Figure 1. Cells by drive strength.
Drawn at 8 px/micron.
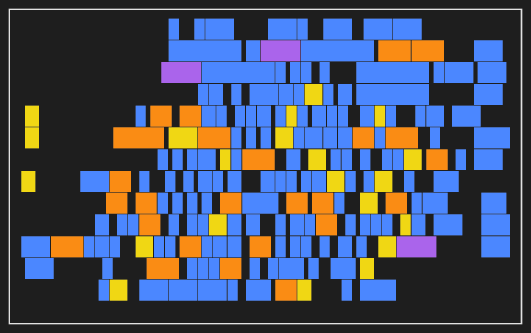
Figure 2. Track usage over the die.
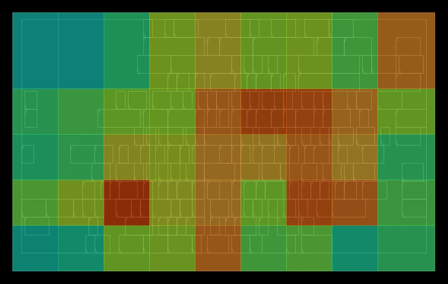
--- config.mk ---
export PLATFORM = sky130hd
export DESIGN_NAME = control_sequencer
export DESIGN_NICKNAME = d
export VERILOG_FILES = /design/src/rtl/cpu_ctrl_pkg.sv /design/src/rtl/ctrl_decode.sv /design/src/rtl/control_sequencer.sv
export SDC_FILE = /design/constraint.sdc
export NUM_CORES = 1
export LEC_CHECK = 0
export ABC_AREA = 1
export CORE_ASPECT_RATIO = 0.6
export CORE_UTILIZATION = 35
export DETAILED_ROUTE_END_ITERATION = 8
export PLACE_DENSITY = 0.91
export SETUP_SLACK_MARGIN = 0.05
export SLEW_MARGIN = 20
export SYNTH_ARGS = -nofsm -noshare
export SYNTH_HDL_FRONTEND = slang
export SYNTH_SLANG_ARGS = --single-unit
--- constraint.sdc ---
create_clock -name clock -period 4.4 [get_ports clock]
set_clock_uncertainty 0.1 [all_clocks]
set_input_delay 1.32 -clock clock [delete_from_list [all_inputs] [get_ports clock]]
set_output_delay 1.32 -clock clock [all_outputs]
set_load 0.02 [all_outputs]
--- src/rtl/cpu_ctrl_pkg.sv ---
// Shared constants for the hardwired CPU controller: opcodes, ALU codes, state encoding, IR fields.
package cpu_ctrl_pkg;

    localparam int unsigned OPW    = 5;
    localparam int unsigned ALUW   = 4;
    localparam int unsigned IRW    = 32;
    localparam int unsigned STW    = 4;

    localparam int unsigned OP_MSB = 31;
    localparam int unsigned OP_LSB = 27;
    localparam int unsigned RA_MSB = 26;
    localparam int unsigned RA_LSB = 23;
    localparam int unsigned RB_MSB = 22;
    localparam int unsigned RB_LSB = 19;
    localparam int unsigned RC_MSB = 18;
    localparam int unsigned RC_LSB = 15;

    localparam logic [OPW-1:0] OP_LD   = 5'd0;
    localparam logic [OPW-1:0] OP_LDI  = 5'd1;
    localparam logic [OPW-1:0] OP_ST   = 5'd2;
    localparam logic [OPW-1:0] OP_ADD  = 5'd3;
    localparam logic [OPW-1:0] OP_SUB  = 5'd4;
    localparam logic [OPW-1:0] OP_AND  = 5'd5;
    localparam logic [OPW-1:0] OP_OR   = 5'd6;
    localparam logic [OPW-1:0] OP_NOP  = 5'd26;
    localparam logic [OPW-1:0] OP_HALT = 5'd27;

    localparam logic [ALUW-1:0] ALU_PASS = 4'd0;
    localparam logic [ALUW-1:0] ALU_ADD  = 4'd1;
    localparam logic [ALUW-1:0] ALU_SUB  = 4'd2;
    localparam logic [ALUW-1:0] ALU_AND  = 4'd3;
    localparam logic [ALUW-1:0] ALU_OR   = 4'd4;

    typedef enum logic [STW-1:0] {
        S_IDLE = 4'd0,
        S_T0   = 4'd1,
        S_T1   = 4'd2,
        S_T2   = 4'd3,
        S_T3   = 4'd4,
        S_T4   = 4'd5,
        S_T5   = 4'd6,
        S_T6   = 4'd7,
        S_T7   = 4'd8,
        S_HALT = 4'd9
    } state_t;

    // One-hot instruction class produced by the decoder
    typedef struct packed {
        logic alu;
        logic ldi;
        logic ld;
        logic st;
        logic nop;
        logic halt;
        logic illegal;
    } iclass_t;

endpackage

--- src/rtl/ctrl_decode.sv ---
// Combinational opcode decoder: one-hot instruction class plus ALU function for register ops.
module ctrl_decode
    import cpu_ctrl_pkg::*;
(
    input  logic [OPW-1:0]  opcode_i,
    output iclass_t         cls_c_o,
    output logic [ALUW-1:0] alu_op_c_o
);

    always_comb begin
        cls_c_o    = '0;
        alu_op_c_o = ALU_PASS;
        case (opcode_i)
            OP_LD:   cls_c_o.ld   = 1'b1;
            OP_LDI:  cls_c_o.ldi  = 1'b1;
            OP_ST:   cls_c_o.st   = 1'b1;
            OP_ADD:  begin cls_c_o.alu = 1'b1; alu_op_c_o = ALU_ADD; end
            OP_SUB:  begin cls_c_o.alu = 1'b1; alu_op_c_o = ALU_SUB; end
            OP_AND:  begin cls_c_o.alu = 1'b1; alu_op_c_o = ALU_AND; end
            OP_OR:   begin cls_c_o.alu = 1'b1; alu_op_c_o = ALU_OR;  end
            OP_NOP:  cls_c_o.nop  = 1'b1;
            OP_HALT: cls_c_o.halt = 1'b1;
            default: cls_c_o.illegal = 1'b1;
        endcase
    end

endmodule

--- src/rtl/control_sequencer.sv ---
// Hardwired fetch/execute sequencer; strobes are Moore-decoded from the state register and ir.
// Optional CTRL_SINGLE_STEP_EN adds a step input: one instruction per rising edge of step.
module control_sequencer
    import cpu_ctrl_pkg::*;
(
    input  logic            clock,
    input  logic            clear,
    input  logic            run,
`ifdef CTRL_SINGLE_STEP_EN
    input  logic            step,
`endif
    input  logic [IRW-1:0]  ir,
    input  logic            mem_ready,
    output logic            pco,
    output logic            pci,
    output logic            inc_pc,
    output logic            mari,
    output logic            mdri,
    output logic            mdro,
    output logic            iri,
    output logic            yi,
    output logic            zi,
    output logic            zlo,
    output logic            read,
    output logic            write,
    output logic            gra,
    output logic            grb,
    output logic            grc,
    output logic            rin,
    output logic            rout,
    output logic            cout,
    output logic [ALUW-1:0] alu_op,
    output logic            halted,
    output logic            illegal,
    output logic [STW-1:0]  state
);

    state_t          state_q, state_d;
    logic            held_q;
    iclass_t         cls_c;
    logic [ALUW-1:0] dec_alu_c;
    logic            start_ok_c;
    state_t          end_next_c;
    logic            unused_ir_c;

    ctrl_decode u_decode (
        .opcode_i   (ir[OP_MSB:OP_LSB]),
        .cls_c_o    (cls_c),
        .alu_op_c_o (dec_alu_c)
    );

    // Register fields are steered in the datapath; only the opcode is decoded here
    assign unused_ir_c = ^ir[OP_LSB-1:0];

`ifdef CTRL_SINGLE_STEP_EN
    logic step_q;

    always_ff @(posedge clock or negedge clear) begin
        if (!clear) step_q <= 1'b0;
        else        step_q <= step;
    end

    assign start_ok_c = run && step && !step_q;
    assign end_next_c = S_IDLE;
`else
    assign start_ok_c = run;
    assign end_next_c = run ? S_T0 : S_IDLE;
`endif

    // held_q marks a repeated (wait) cycle of the same state
    always_ff @(posedge clock or negedge clear) begin
        if (!clear) begin
            state_q <= S_IDLE;
            held_q  <= 1'b0;
        end else begin
            state_q <= state_d;
            held_q  <= (state_d == state_q);
        end
    end

    assign state = STW'(state_q);

    always_comb begin
        state_d = state_q;
        pco = 1'b0; pci = 1'b0; inc_pc = 1'b0; mari = 1'b0; mdri = 1'b0; mdro = 1'b0;
        iri = 1'b0; yi = 1'b0; zi = 1'b0; zlo = 1'b0; read = 1'b0; write = 1'b0;
        gra = 1'b0; grb = 1'b0; grc = 1'b0; rin = 1'b0; rout = 1'b0; cout = 1'b0;
        alu_op = ALU_PASS; halted = 1'b0; illegal = 1'b0;
        case (state_q)
            S_IDLE: if (start_ok_c) state_d = S_T0;
            S_T0: begin
                pco = 1'b1; mari = 1'b1; inc_pc = 1'b1; zi = 1'b1; alu_op = ALU_ADD;
                state_d = S_T1;
            end
            S_T1: begin
                read = 1'b1; mdri = 1'b1;
                if (!held_q) begin zlo = 1'b1; pci = 1'b1; end
                if (mem_ready) state_d = S_T2;
            end
            S_T2: begin
                mdro = 1'b1; iri = 1'b1;
                state_d = S_T3;
            end
            S_T3: begin
                if (cls_c.halt) begin
                    state_d = S_HALT;
                end else if (cls_c.nop || cls_c.illegal) begin
                    illegal = cls_c.illegal;
                    state_d = end_next_c;
                end else begin
                    grb = 1'b1; rout = 1'b1; yi = 1'b1;
                    state_d = S_T4;
                end
            end
            S_T4: begin
                zi = 1'b1;
                if (cls_c.alu) begin
                    grc = 1'b1; rout = 1'b1; alu_op = dec_alu_c;
                end else if (cls_c.ldi || cls_c.ld || cls_c.st) begin
                    cout = 1'b1; alu_op = ALU_ADD;
                end
                state_d = S_T5;
            end
            S_T5: begin
                zlo = 1'b1;
                if (cls_c.ld || cls_c.st) begin
                    mari = 1'b1;
                    state_d = S_T6;
                end else begin
                    gra = 1'b1; rin = 1'b1;
                    state_d = end_next_c;
                end
            end
            S_T6: begin
                mdri = 1'b1;
                if (cls_c.st) begin
                    gra = 1'b1; rout = 1'b1;
                    state_d = S_T7;
                end else begin
                    read = 1'b1;
                    if (mem_ready) state_d = S_T7;
                end
            end
            S_T7: begin
                if (cls_c.st) begin
                    write = 1'b1;
                    if (mem_ready) state_d = end_next_c;
                end else begin
                    mdro = 1'b1; gra = 1'b1; rin = 1'b1;
                    state_d = end_next_c;
                end
            end
            S_HALT: halted = 1'b1;
            default: state_d = S_IDLE;
        endcase
    end

endmodule

==> GITHUB_STEP_SUMMARY <==
## Synthesis and layout report

| Metric | Value |
|---|---|
| Status | completed |
| Chip area line of the yosys report | 803 sq um |
| Vias in the first global route | 831 |
| Max_cap viols | 0 |
| Final hold violation count | 0 |
| Synth warn | 0 |
| Setup TNS | 0 ns |
| # diodes | 0 |
| Max incr delay on CP | 0.49 ns |
| Placement Cell Area | 0.00126 sq mm |
| Worst vdd ir | 0.151 mV |
| CP max FO | 4 |
| Average cell area after synthesis | 5.58 sq um |
| Crit path DRT | 2.98 ns |
| HP Class | reg2reg |
| # IOs | 64 |
| CTS tree | built |
| Post-synth regs | 5 |
| Final setup margin | 0.125 ns |
| Kind of critical path | in2out |
| Floorplan net count | 180 |
| Wire length of the first global-routing pass | 3.76 mm |
| Critical path's slowest cell | clkdlybuf4s50_1 |
| Crit share post-route | 97.2% |
| Gr busiest metal | met2 |
| DP Cell Count | 219 |
| Area added between synthesis and finish | 62.5% |
| DR vias | 1022 |
| Seq share, synth | 15.6% |
| CP startpoint kind | primary input |
| LEAKAGE | 0.812 nW |
| Root buf cell | clkbuf_8 |
| Worst-path cell chain | clkdlybuf4s50_1, nor2_4, buf_4, nand2_2, buf_4, clkinv_1, nand2_2, nand2_1, clkdlybuf4s15_1 |
| Design Area, Final | 0.00131 sq mm |
| Worst-Skew Late Latency | 0.23 ns |
| CTS sink count | 5 |
| NumNets Final | 233 |
| CTS buffer count | 3 |
| Ys cells | 144 |
| Tool warnings | 53 |
| Worst EP arrival | 2.86 ns |
| Core box area | 0.00216 sq mm |
| Mapped Cells | 144 |
| Largest net degree at the start of global routing | 10 |
| Clock slew at reported path FFs | 0.04 ns |
| 1st-pass router iterations | 5 |
| Row count | 13 |
| Detailed Place HPWL | 1.93 mm |
| Post-synth cell types | 20 |
| Post-Place Setup Slack | -0.181 ns |
-- Figure 1 (at the start) --
Key: x1 and smaller = blue [cells 147, most used nand2_1]; x6 and larger = purple [cells 3, most used clkbuf_8]; x2 = yellow [cells 21, most used nand2_2]; x3 and x4 = orange [cells 25, most used buf_4]

-- Figure 2 (at the start) --
wire per inst: 10.2 microns
M2 GR Usage: 31.9%

synth_stat cells, drive strengths merged:
cell type	instances	area (sq um)
nand2	45	196
nand4	2	12.5
nor2	30	165
o22ai	1	6.26
a21oi	2	10.0
clkinv	1	3.75
inv	29	109
buf	4	33.8
dfrtp	5	125
conb	1	3.75
nor3	2	10.0
nand3	22	128
worst paths after layout:
check,startpoint,cells past startpoint,endpoint,slack [ns]
setup / recovery,ir[30],9,mari,0.12
hold / removal,state[0],4,held_q,0.58
setup reg to reg,state[0],10,held_q,2.68
hold reg to reg,state[0],4,held_q,0.58
max in group asynchronous,clear,1,state[2],2.80
min in group asynchronous,clear,1,state[1],1.21
through the flow:
| step | hold WS, ns | power (mW) | utilization, % |
|---|---|---|---|
| detailed placement | 0.555 | 0.526 | 58.4 |
| CTS | 0.564 | 0.606 | 60.1 |
| floorplan | 0.615 | 0.363 | - |
| global route | 0.610 | 0.650 | 60.3 |
| finish | 0.577 | 0.603 | 60.3 |
| global placement | 0.547 | 0.517 | 58.4 |
cells by family (layout without fill, tap and decap cells):
family	count (synthesis)	in the layout	share of synthesized area [%]
buffers and inverters	34	86	18.2
other	1	1	0.467
DFF	5	5	15.6
and+or+nand+nor	101	101	63.7
AOI/OAI and AO/OA	3	3	2.03
worst max-delay path: cells and delay by family:
| kind | cells | cell delay (ns) |
|---|---|---|
| buffers and inverters | 5 | 1.13 |
| and+or+nand+nor | 4 | 0.39 |
sequential cells by signal, indices dropped and copies added, names as in the netlist:
signal and cells:
state 4, held_q 1
report_power, final:
part	switching, mW	total (mW)	leakage (nW)	internal, mW
Sequential	0.0247	0.0874	0.0650	0.0627
Combinational	0.254	0.427	0.724	0.172
Clock	0.0267	0.0893	0.0228	0.0625
layout make-up:
type / instances / area [sq um]
fillers: 200 / 858
repair buffers: 52 / 453
clock buffers: 4 / 45.0
multi-input cells: 105 / 532
well taps: 30 / 37.5
inverters: 30 / 113
flip-flops and latches: 5 / 125
repair_timing:
item	4_1_cts	5_1_grt
setup endpoints to repair	15	8
hold buffers	0	0
gates resized	12	15
buffers inserted	1	2
pin swaps	1	1
per-layer routing:
layer  share of wire (%)  vias up
met2                  44       50
met4                0.95        0
met5                   0        -
met1                  48      434
met3                 7.9        2
li1                    -      536
Power figures rest on the tool's default switching activity, not on a simulated workload.
